File: config.mk
export PLATFORM = sky130hd
export DESIGN_NAME = im_loader
export DESIGN_NICKNAME = d
export VERILOG_FILES = /design/src/rtl/im_loader.sv
export SDC_FILE = /design/constraint.sdc
export NUM_CORES = 1
export LEC_CHECK = 0
export CELL_PAD_IN_SITES_DETAIL_PLACEMENT = 0
export CELL_PAD_IN_SITES_GLOBAL_PLACEMENT = 2
export CORE_MARGIN = 8
export CORE_UTILIZATION = 41
export CTS_BUF_LIST = sky130_fd_sc_hd__clkbuf_16
export CTS_CLUSTER_DIAMETER = 60
export DETAILED_ROUTE_END_ITERATION = 10
export DONT_BUFFER_PORTS = 1
export PLACE_DENSITY_LB_ADDON = 0.1
export SLEW_MARGIN = 20
export SYNTH_ARGS = -nofsm -noshare
export SYNTH_HDL_FRONTEND = slang
export SYNTH_SLANG_ARGS = --single-unit
File: constraint.sdc
create_clock -name clk -period 6.55 [get_ports clk]
set_clock_uncertainty 0.2 [all_clocks]
set_input_delay 1.965 -clock clk [delete_from_list [all_inputs] [get_ports clk]]
set_output_delay 1.965 -clock clk [all_outputs]
set_load 0.02 [all_outputs]
File: src/rtl/im_loader.sv
// Byte-stream loader for the instruction memory: assembles big-endian words and writes them.
// Optional IM_LOADER_CHECKSUM_EN adds a trailing mod-256 checksum byte check.
module im_loader #(
  parameter logic [31:0] IM_BASE  = 32'h0000_3000,
  parameter int unsigned IM_WORDS = 4096
) (
  input  logic        clk,
  input  logic        reset,
  input  logic        start,
  input  logic [31:0] base_addr,
  input  logic [12:0] word_cnt,
  input  logic [7:0]  in_data,
  input  logic        in_valid,
  output logic        in_ready,
  output logic        mem_we,
  output logic [31:0] mem_addr,
  output logic [31:0] mem_wdata,
  output logic        cpu_hold,
  output logic        done,
  output logic        err
);

  localparam logic [32:0] IM_END =
    {1'b0, IM_BASE} + (33'(IM_WORDS) * 33'd4);

  typedef enum logic [2:0] {
    S_IDLE = 3'd0,
    S_LOAD = 3'd1,
    S_DONE = 3'd2,
    S_ERR  = 3'd3
`ifdef IM_LOADER_CHECKSUM_EN
    ,
    S_CHK  = 3'd4
`endif
  } state_e;

  state_e      state_q, state_d;
  logic [31:0] addr_q, addr_d;
  logic [12:0] rem_q, rem_d;
  logic [1:0]  bidx_q, bidx_d;
  logic [31:0] word_q, word_d;
  logic        mem_we_q, mem_we_d;
  logic [31:0] mem_addr_q, mem_addr_d;
  logic [31:0] mem_wdata_q, mem_wdata_d;
`ifdef IM_LOADER_CHECKSUM_EN
  logic [7:0]  sum_q, sum_d;
`endif

  logic [32:0] end_addr;
  logic        bad_req;
  logic        xfer;

  // End address is computed one bit wider so an overflowing request is rejected.
  always_comb begin
    end_addr = {1'b0, base_addr} + {18'b0, word_cnt, 2'b00};
    bad_req  = (base_addr[1:0] != 2'b00) ||
               (base_addr < IM_BASE) ||
               (end_addr > IM_END);
  end

  always_comb begin
    in_ready = 1'b0;
    cpu_hold = 1'b0;
    done     = 1'b0;
    err      = 1'b0;
    unique case (state_q)
      S_LOAD: begin
        in_ready = (rem_q != 13'd0);
        cpu_hold = 1'b1;
      end
`ifdef IM_LOADER_CHECKSUM_EN
      S_CHK: begin
        in_ready = 1'b1;
        cpu_hold = 1'b1;
      end
`endif
      S_DONE:  done = 1'b1;
      S_ERR:   err  = 1'b1;
      default: ;
    endcase
    xfer = in_valid & in_ready;
  end

  always_comb begin
    state_d     = state_q;
    addr_d      = addr_q;
    rem_d       = rem_q;
    bidx_d      = bidx_q;
    word_d      = word_q;
    mem_we_d    = 1'b0;
    mem_addr_d  = mem_addr_q;
    mem_wdata_d = mem_wdata_q;
`ifdef IM_LOADER_CHECKSUM_EN
    sum_d       = sum_q;
`endif
    unique case (state_q)
      S_IDLE, S_DONE, S_ERR: begin
        if (start) begin
          if (bad_req) begin
            state_d = S_ERR;
          end else if (word_cnt == 13'd0) begin
            state_d = S_DONE;
          end else begin
            state_d = S_LOAD;
            addr_d  = base_addr;
            rem_d   = word_cnt;
            bidx_d  = 2'd0;
            word_d  = 32'd0;
`ifdef IM_LOADER_CHECKSUM_EN
            sum_d   = 8'd0;
`endif
          end
        end
      end
      S_LOAD: begin
        if (rem_q == 13'd0) begin
`ifdef IM_LOADER_CHECKSUM_EN
          state_d = S_CHK;
`else
          state_d = S_DONE;
`endif
        end else if (xfer) begin
          word_d = {word_q[23:0], in_data};
          bidx_d = bidx_q + 2'd1;
`ifdef IM_LOADER_CHECKSUM_EN
          sum_d  = sum_q + in_data;
`endif
          if (bidx_q == 2'd3) begin
            mem_we_d    = 1'b1;
            mem_addr_d  = addr_q;
            mem_wdata_d = word_d;
            addr_d      = addr_q + 32'd4;
            rem_d       = rem_q - 13'd1;
          end
        end
      end
`ifdef IM_LOADER_CHECKSUM_EN
      S_CHK: begin
        if (xfer) begin
          state_d = (in_data == sum_q) ? S_DONE : S_ERR;
        end
      end
`endif
      default: state_d = S_IDLE;
    endcase
  end

  always_ff @(posedge clk or negedge reset) begin
    if (!reset) begin
      state_q     <= S_IDLE;
      addr_q      <= 32'd0;
      rem_q       <= 13'd0;
      bidx_q      <= 2'd0;
      word_q      <= 32'd0;
      mem_we_q    <= 1'b0;
      mem_addr_q  <= 32'd0;
      mem_wdata_q <= 32'd0;
`ifdef IM_LOADER_CHECKSUM_EN
      sum_q       <= 8'd0;
`endif
    end else begin
      state_q     <= state_d;
      addr_q      <= addr_d;
      rem_q       <= rem_d;
      bidx_q      <= bidx_d;
      word_q      <= word_d;
      mem_we_q    <= mem_we_d;
      mem_addr_q  <= mem_addr_d;
      mem_wdata_q <= mem_wdata_d;
`ifdef IM_LOADER_CHECKSUM_EN
      sum_q       <= sum_d;
`endif
    end
  end

  assign mem_we    = mem_we_q;
  assign mem_addr  = mem_addr_q;
  assign mem_wdata = mem_wdata_q;

endmodule

The metal 2 layer:
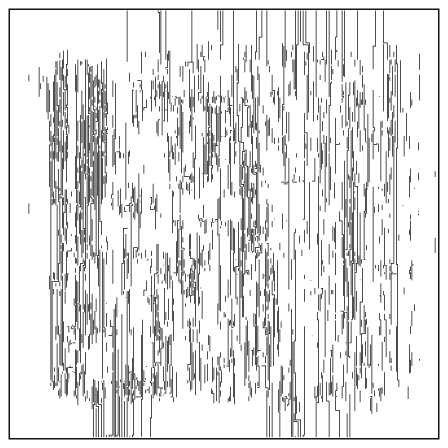
nets with wire on the layer = 772
main direction = vertical
wire length on this layer = 10900 um

Met3 routing:
Bar = 50 um.
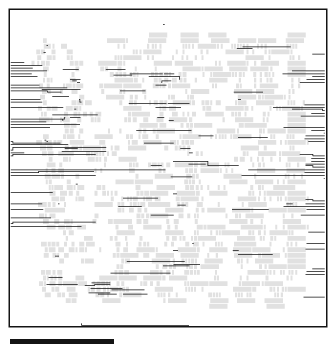
nets with wire on the layer = 108
share of all routed wire = 8.1%
wire length on this layer = 1880 um
M3 GR Usage: 6.18%
Routed WL: 23.2 mm
vias: 6741

==> reports/metrics.yaml <==
synth:
  ys_ff: 138
  ys_seq_share_pct: 45.5
  yosys_most_used_dff: "dfrtp_1"
  top_cells_by_area: "dfrtp_1 45%, nand2_1 15%, o21ai_0 4.7%"
  ys_cells: 927
  common_cells: "302 x nand2_1, 138 x dfrtp_1, 71 x o21ai_0"
  synthDominantCellAreaShare_pct: 45.5
  ys.warnings.count: 0
  fp_nets: 1001
  yosys.area.top_type: "dfrtp_1"
  syn-cell-area_sq_um: 7590
  synthArstFlopShare_pct: 100
  ys_chip_area_sq_um: 7590
  ys_types: 75
  synth_cells: 927
  edf_count: 0
  synth.avg_cell_area_sq_um: 8.19
  most_common_cell: "nand2_1"
job:
  warnings: 28
  drv_cap: 0
place:
  dp_slack_ps: 658
  gp_congestion: 0.869
  place.detailed.hpwl_mm: 16.6
  place_area_sq_um: 7720
  portBuffers: 0
final_timing:
  fin_crit_ps: 5440
  slew_viol_final: 0
  tns_ps: 0
  setup_viol: 0
  finalClockPeriodUsage_pct: 83.0
  hold_ws_ps: 272
  max_freq_ghz: 0.184
  rsz0062_at_grt: "no"
  setup_ws_ps: 1110
  hold_viol: 0
  worst_pin_slew_ps: 978
  slew_headroom_pct: 34.8
global_routing:
  grt_first_pass_wirelength_mm: 36.6
  grt_max_degree: 139
  antenna_found_initial: 0
  grt_overflow_total: 0
  grt_pass1_vias: 6487
  grt_usage_pct: 19.7
critical_path:
  critPathRequiredTime_ps: 6610
  slowest_stage: "nor2_2"
  crit_fanout: 74
  cp_slowest_stage_delay_ps: 780
  cp_num_buf_inv: 1
  critPathCaptureType: "flop"
  path_cells: "ha_1 > fa_1 > a211oi_1 > o211a_1 > a2111oi_4 > o311ai_0 > mux2i_1 > o211ai_1 > nor4_4 > buf_12 > nor2_2 > o22ai_1"
  cp.arrival_ps: 5500
  start_kind: "input port"
  cp_top_family: "AND-OR/OR-AND gates"
  crit_type: "input port to flop"
final_layout:
  drive_gt1_share_pct: 5.46
  fillCellCount: 1814
  design_area_sq_um: 8360
  fin_util_pct: 46.2
  fin_nets: 976
  n_antenna_cell: 0
  area_delta_synth_final_pct: 10.0
routing:
  wl_met1_mm: 9.94
  drt_iter0_drc: 427
  postRouteAntennaNets: 0
  wl_met2_mm: 10.9
  via_per_inst: 5.89
  firstDrtPassIters: 5
  wire_per_inst_um: 20.3
  highest_layer: "met4"
  drc: 0
  met3_wirelength_mm: 1.88
hold_path:
  hold_class: "flop to flop"
clock_tree:
  cts_max_level: 4
  cts_made_buffers: 17
  cts_hold_buf: 0
  tritoncts: "yes"
  ctsRootBufferMaster: "clkbuf_16"
  cts.sinks: 138
  postCtsResizedCells: 0
  clockBufferDepth: 2
  clk-insertion-delay-late_ps: 430
  clkTransAtPathRegs_ps: 60
  post-cts-setup-buffers: 0
floorplanning:
  num_rows: 49
  die_area_sq_um: 23100
  die.size.y_um: 152
  io_pins: 126
  die-width_um: 152
  fp-utilization_pct: 42.0
  core_area_sq_um: 18100
power_and_ir_drop:
  power_leakage_nw: 3.80
  powerDensity_nw_per_um2: 375
  ir_drop_v: 0.000189
outcome:
  outcome: "completed"
[state kept, by name, indices dropped and copies added (netlist names)]
register / flops
state_q: 2
mem_addr: 32
rem_q: 13
addr_q: 32
mem_we: 1
word_q: 24
bidx_q: 2
mem_wdata: 32
[cells by family (layout without fill, tap and decap cells)]
logic type	count (synthesis)	after routing	share of synthesized area, %
AOI/OAI and AO/OA	221	221	18.4
xor gates and xnor gates	10	10	1.15
adders and majority gates	17	17	2.90
buffers and inverters	67	55	3.94
DFF	138	138	45.5
muxes	7	7	0.939
and+or+nand+nor	467	467	27.2
[power by group]
group          internal [mW]  switching, mW
logic                  0.235          0.421
registers               1.10          0.353
clock network          0.668          0.360
total                   2.00           1.13
[cells in the final DEF (no fill, tap or decap), types with 16 or more instances in the layout]
master     count
o21ai_0       71
nand2_1      301
clkbuf_16     17
o22ai_1       24
ha_1          16
nor3_1        27
nor2_1        29
a21oi_1       50
nand4_1       18
dfrtp_1      138
nand3_1       26
[cell type report]
cell class | count | area [sq um] | area share, %
clock buffer | 17 | 425 | 5.09
clock inverter | 15 | 205 | 2.46
inverter | 15 | 56.3 | 0.674
tap | 229 | 287 | 3.43
multi-input combinational | 722 | 3860 | 46.2
timing repair buffer | 8 | 72.6 | 0.869
sequential | 138 | 3450 | 41.3
[routing by layer]
layer / up-vias / global-route usage (%)
met1: 3274 / 24.4
met4: 0 / 7.95
li1: 3224 / -
met5: - / 0
met3: 31 / 6.18
met2: 212 / 31.5
[worst min-delay path: stages (launching register included)]
cell and delay (ps):
dfrtp_1 340, nand2_1 50, nand2_1 50
[final timing paths]
path,depth (start not counted),from,slack (ps),endpoint
worst max-delay path,12,base_addr[2],1110,addr_q[26]
worst min-delay path,2,word_q[22],270,mem_wdata[30]
worst max register to register,12,rem_q[0],1460,addr_q[26]
worst min register to register,2,word_q[22],270,mem_wdata[30]
max in group asynchronous,0,reset,4970,addr_q[22]
min in group asynchronous,0,reset,1040,mem_wdata[30]
[metrics by stage]
stage	cells	total power [mW]
floorplan	927	1.91
global placement	1112	2.10
detailed placement	1112	2.13
CTS	1144	3.16
finish	1144	3.14
global route	1144	3.32
No activity file was given, so power comes from the tool's default toggle rates.
